==> src/rtl/alu_pkg.sv <==
// Shared types for the sequential ALU: operation encoding, FSM states and the
// status-flag bundle carried between the datapath and the output registers.
package alu_pkg;

    typedef enum logic [2:0] {
        OP_ADD = 3'b000,
        OP_SUB = 3'b001,
        OP_AND = 3'b010,
        OP_OR  = 3'b011,
        OP_XOR = 3'b100,
        OP_ADC = 3'b101,
        OP_SBC = 3'b110,
        OP_MUL = 3'b111
    } alu_op_e;

    typedef enum logic {
        ST_IDLE,
        ST_MUL_RUN
    } state_e;

    typedef struct packed {
        logic z;
        logic c;
        logic n;
        logic v;
    } flags_t;

endpackage

==> src/rtl/mul_shift_add.sv <==
// Unsigned right-shifting shift-add multiplier: one partial-product step per
// step_i cycle, product available combinationally alongside the final step.
module mul_shift_add #(
    parameter int WIDTH = 8
) (
    input  logic             clk,
    input  logic             reset_n,
    input  logic             start_i,
    input  logic             step_i,
    input  logic [WIDTH-1:0] a_i,
    input  logic [WIDTH-1:0] b_i,
    output logic             done_o,
    output logic [WIDTH-1:0] prod_hi_o,
    output logic [WIDTH-1:0] prod_lo_o
);

    localparam int CNT_W = $clog2(WIDTH + 1);

    logic [WIDTH-1:0] mcand_q;
    logic [WIDTH-1:0] acc_q;
    logic [WIDTH-1:0] mplier_q;
    logic [CNT_W-1:0] cnt_q;
    logic [WIDTH:0]   partial;
    logic [WIDTH-1:0] acc_d;
    logic [WIDTH-1:0] mplier_d;

    // The multiplier register doubles as the low half of the product as it shifts out.
    assign partial  = {1'b0, acc_q} + (mplier_q[0] ? {1'b0, mcand_q} : '0);
    assign acc_d    = partial[WIDTH:1];
    assign mplier_d = {partial[0], mplier_q[WIDTH-1:1]};

    assign done_o    = step_i && (cnt_q == CNT_W'(WIDTH - 1));
    assign prod_hi_o = acc_d;
    assign prod_lo_o = mplier_d;

    // NOTE: sequential state uses non-blocking assignments so every register
    // samples the pre-edge values regardless of statement order.
    always_ff @(posedge clk or negedge reset_n) begin
        if (!reset_n) begin
            mcand_q  <= '0;
            acc_q    <= '0;
            mplier_q <= '0;
            cnt_q    <= '0;
        end else if (start_i) begin
            mcand_q  <= a_i;
            mplier_q <= b_i;
            acc_q    <= '0;
            cnt_q    <= '0;
        end else if (step_i) begin
            acc_q    <= acc_d;
            mplier_q <= mplier_d;
            cnt_q    <= cnt_q + CNT_W'(1);
        end
    end

endmodule

==> src/rtl/seq_alu.sv <==
// Sequential ALU: single-cycle arithmetic/logic ops, multi-cycle unsigned MUL,
// registered result and flags that hold between done pulses.
module seq_alu
    import alu_pkg::*;
#(
    parameter int WIDTH = 8
) (
    input  logic             clk,
    input  logic             reset_n,
    input  logic             start,
    input  logic [2:0]       alu_op,
    input  logic [WIDTH-1:0] a_in,
    input  logic [WIDTH-1:0] b_in,
    output logic             busy,
    output logic             done,
    output logic [WIDTH-1:0] result_out,
    output logic [WIDTH-1:0] result_hi_out,
    output logic             zero_flag,
    output logic             carry_flag,
    output logic             negative_flag,
    output logic             overflow_flag
);

    localparam int MSB = WIDTH - 1;

    alu_op_e          op;
    state_e           state_q, state_d;
    flags_t           flags_q, flags_d;
    logic [WIDTH-1:0] res_q, res_d;
    logic [WIDTH-1:0] hi_q, hi_d;
    logic             done_q, done_d;
    logic             cin, bin;
    logic [WIDTH:0]   sum_w, dif_w;
    logic             mul_start, mul_step, mul_done;
    logic [WIDTH-1:0] prod_hi, prod_lo;

    assign op    = alu_op_e'(alu_op);
    assign cin   = (op == OP_ADC) ? flags_q.c : 1'b0;
    assign bin   = (op == OP_SBC) ? flags_q.c : 1'b0;
    assign sum_w = {1'b0, a_in} + {1'b0, b_in} + {{WIDTH{1'b0}}, cin};
    assign dif_w = {1'b0, a_in} - {1'b0, b_in} - {{WIDTH{1'b0}}, bin};

    mul_shift_add #(.WIDTH(WIDTH)) u_mul (
        .clk       (clk),
        .reset_n   (reset_n),
        .start_i   (mul_start),
        .step_i    (mul_step),
        .a_i       (a_in),
        .b_i       (b_in),
        .done_o    (mul_done),
        .prod_hi_o (prod_hi),
        .prod_lo_o (prod_lo)
    );

    // NOTE: every signal driven here gets a default first, so no path can
    // leave one unassigned and infer a latch.
    always_comb begin
        state_d   = state_q;
        res_d     = res_q;
        hi_d      = hi_q;
        flags_d   = flags_q;
        done_d    = 1'b0;
        mul_start = 1'b0;
        mul_step  = 1'b0;
        unique case (state_q)
            ST_IDLE: begin
                if (start && op == OP_MUL) begin
                    mul_start = 1'b1;
                    state_d   = ST_MUL_RUN;
                end else if (start) begin
                    done_d    = 1'b1;
                    hi_d      = '0;
                    flags_d.c = 1'b0;
                    flags_d.v = 1'b0;
                    case (op)
                        OP_ADD, OP_ADC: begin
                            res_d     = sum_w[MSB:0];
                            flags_d.c = sum_w[WIDTH];
                            flags_d.v = (a_in[MSB] == b_in[MSB]) && (sum_w[MSB] != a_in[MSB]);
                        end
                        OP_SUB, OP_SBC: begin
                            res_d     = dif_w[MSB:0];
                            flags_d.c = dif_w[WIDTH];
                            flags_d.v = (a_in[MSB] != b_in[MSB]) && (dif_w[MSB] != a_in[MSB]);
                        end
                        OP_AND:  res_d = a_in & b_in;
                        OP_OR:   res_d = a_in | b_in;
                        OP_XOR:  res_d = a_in ^ b_in;
                        default: res_d = res_q;
                    endcase
                    flags_d.z = (res_d == '0);
                    flags_d.n = res_d[MSB];
                end
            end
            ST_MUL_RUN: begin
                mul_step = 1'b1;
                if (mul_done) begin
                    state_d   = ST_IDLE;
                    done_d    = 1'b1;
                    res_d     = prod_lo;
                    hi_d      = prod_hi;
                    flags_d.z = ({prod_hi, prod_lo} == '0);
                    flags_d.c = |prod_hi;
                    flags_d.n = prod_hi[MSB];
                    flags_d.v = 1'b0;
                end
            end
            default: state_d = ST_IDLE;
        endcase
    end

    always_ff @(posedge clk or negedge reset_n) begin
        if (!reset_n) begin
            state_q <= ST_IDLE;
            res_q   <= '0;
            hi_q    <= '0;
            flags_q <= '0;
            done_q  <= 1'b0;
        end else begin
            state_q <= state_d;
            res_q   <= res_d;
            hi_q    <= hi_d;
            flags_q <= flags_d;
            done_q  <= done_d;
        end
    end

    assign busy          = (state_q == ST_MUL_RUN);
    assign done          = done_q;
    assign result_out    = res_q;
    assign result_hi_out = hi_q;
    assign zero_flag     = flags_q.z;
    assign carry_flag    = flags_q.c;
    assign negative_flag = flags_q.n;
    assign overflow_flag = flags_q.v;

endmodule

==> config.mk <==
export PLATFORM = sky130hd
export DESIGN_NAME = seq_alu
export DESIGN_NICKNAME = d
export VERILOG_FILES = /design/src/rtl/alu_pkg.sv /design/src/rtl/mul_shift_add.sv /design/src/rtl/seq_alu.sv
export SDC_FILE = /design/constraint.sdc
export NUM_CORES = 1
export LEC_CHECK = 0
export ABC_AREA = 1
export CORE_ASPECT_RATIO = 0.75
export CORE_UTILIZATION = 49
export CTS_CLUSTER_DIAMETER = 120
export DETAILED_ROUTE_END_ITERATION = 7
export GPL_TIMING_DRIVEN = 0
export PLACE_DENSITY = 0.72
export SYNTH_ARGS = -nofsm -noshare
export SYNTH_HDL_FRONTEND = slang
export SYNTH_SLANG_ARGS = --single-unit
==> constraint.sdc <==
create_clock -name clk -period 2.1 [get_ports clk]
set_input_delay 0.21 -clock clk [delete_from_list [all_inputs] [get_ports clk]]
set_output_delay 0.21 -clock clk [all_outputs]
set_load 0.01 [all_outputs]
Figure 1. Metal layers overlaid.
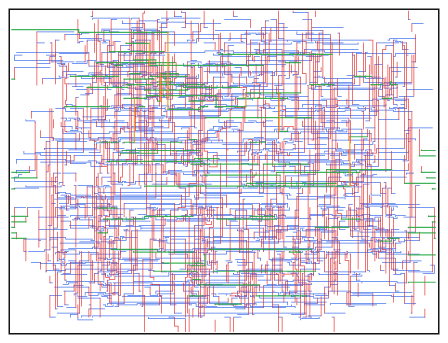
met2: shown in red, wire length 5,160 um. met1: shown in blue, wire length 5,790 um. met3: shown in green, wire length 897 um. met4: shown in orange, wire length 67.3 um.

Figure 2. Placed standard cells.
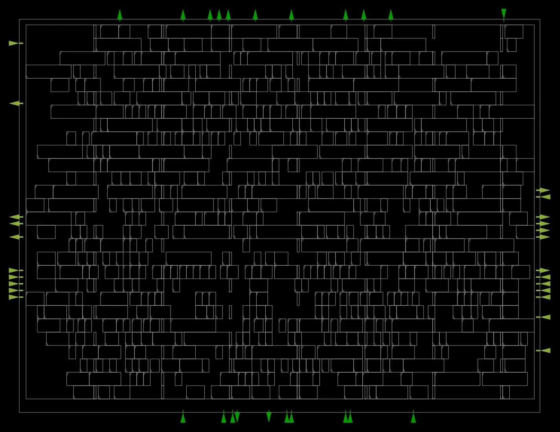
Placement Rows: 28
final cell count without fillers: 725
n_taps: 105
Final Util: 65.6%

Figure 3. Layout detail.
Region (33, 4) to (73, 44) um. Cells in grey, sequential cells in the stronger grey; small squares are vias.
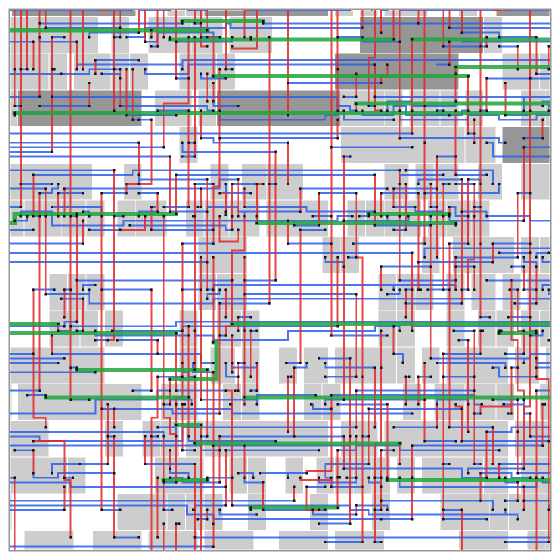
met1: shown in blue. met3: shown in green. met2: shown in red.
Most frequent: nand2_1 (45), inv_1 (25), nor2_1 (13). Netlist names of flops here include `result_out` (3), `u_mul.mplier_q` (1). 151 logic cells have their middle in the window. Sequential cells in the window: 4.

==> impl_metrics.tcl <==
# implementation run metrics
set metrics [dict create \
    outcome "finished with violations" \
    violations "negative setup slack" \
    grt.overflow.total 0 \
    core_area_um2 7880 \
    cp-endpoint "zero_flag" \
    path_buffers 2 \
    grt_pass1_wl_mm 18.5 \
    synth_top_area_share_pct 31.5 \
    grtUsageTotal_pct 28.6 \
    comb_power_share_pct 56.7 \
    setup_slack_ns -0.317 \
    ys_warn_count 0 \
    timing.rr.start "carry_flag" \
    ys_cells 556 \
    setup-violations-final 9 \
    cellPowerDensity_nw_per_um2 1020 \
    cts.reportedPaths.clkPinSlew_ns 0.09 \
    nets 687 \
    edf_count 0 \
    required_ns 2.34 \
    path_depth 17 \
    worstMarginPinSlew_ns 0.608 \
    period_used_pct 115 \
    seq_power_share_pct 32.8 \
    ys_seq_share_pct 31.5 \
    synthCells 556 \
    critPathLaunch "carry_flag" \
    drt-initial-drc-count 327 \
    met3_length_um 896 \
    avgSynthCellArea_um2 7.15 \
    yosysMostFrequentCell "nand2_1" \
    antennaDiodeCount 0 \
    wl_met1_mm 5.79 \
    layout-drive-gt1-share_pct 19.7 \
    common_cells "169 x nand2_1, 87 x inv_1, 50 x dfrtp_1, 42 x nor2_1, 39 x ha_1" \
    crit_fanout 2 \
    syn_nets 622 \
    synth_area_um2 3980 \
    critPathMaxStageDelay_ns 0.59 \
    warnings 44 \
    fill_cells 702 \
    yosys_most_used_dff "dfrtp_1" \
]
Figure 4. Met3 routing.
Scale bar: 20 um.
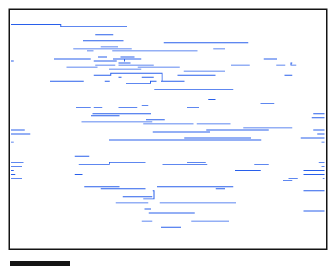
The layer carries 897 um of wire. The layer holds 7.5% of the routed length. The longest straight run is 50.8 um. 85 nets have wire on it.

Figure 5. Clock distribution.
Scale bar: 20 um.
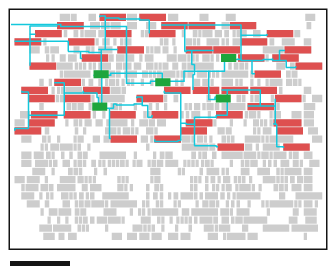
clock wires: shown in cyan, length 607 um. flip-flops: shown in red, count 50. cells driving clock nets: shown in green, count 5.
There are 6 routed clock nets.

## cells in the final DEF, fill, tap and decap left out, drive strengths merged
master | synthesis | final
nand2 | 173 | 173
inv | 90 | 90
dfrtp | 50 | 50
nor2 | 43 | 43
ha | 39 | 39
clkdlybuf4s50 | 0 | 35
nand3 | 35 | 35
o21ai | 31 | 31
buf | 4 | 20
nand4 | 16 | 16
a21oi | 14 | 14
o211ai | 10 | 10
clkbuf | 5 | 10
or2 | 7 | 7
o221ai | 6 | 6
fa | 5 | 5
dlygate4sd2 | 0 | 5
xor2 | 4 | 4
nand3b | 4 | 4
xnor2 | 3 | 3
o22ai | 3 | 3
a31oi | 3 | 3
a21o | 2 | 2
dlymetal6s2s | 0 | 2
nor3 | 2 | 2
a22oi | 2 | 2
o31ai | 1 | 1
o21a | 1 | 1
a22o | 1 | 1
nor4 | 1 | 1
o21bai | 1 | 1
dlygate4sd3 | 0 | 1
## area by class of cell
| class | instances | area (um2) | share of cell area, % |
|---|---|---|---|
| clock buffers | 6 | 82.6 | 1.60 |
| well taps | 105 | 131 | 2.54 |
| flip-flops and latches | 50 | 1250 | 24.2 |
| multi-input cells | 407 | 2760 | 53.4 |
| repair buffers | 59 | 563 | 10.9 |
| plain buffers | 8 | 40.0 | 0.775 |
| inverters | 90 | 340 | 6.59 |
## worst reg2reg max path, delay by kind of cell (launching register included)
kind / cells / cell delay, ns
simple gates: 13 / 1.14
fa+ha+maj: 2 / 0.74
flops: 1 / 0.39
buf+inv: 2 / 0.10
## cell families after synthesis
family / synth area share [%]
compound gates: 11.7
flops: 31.5
xor+xnor: 1.54
simple gates: 30.8
buf+inv: 9.66
fa+ha+maj: 14.8
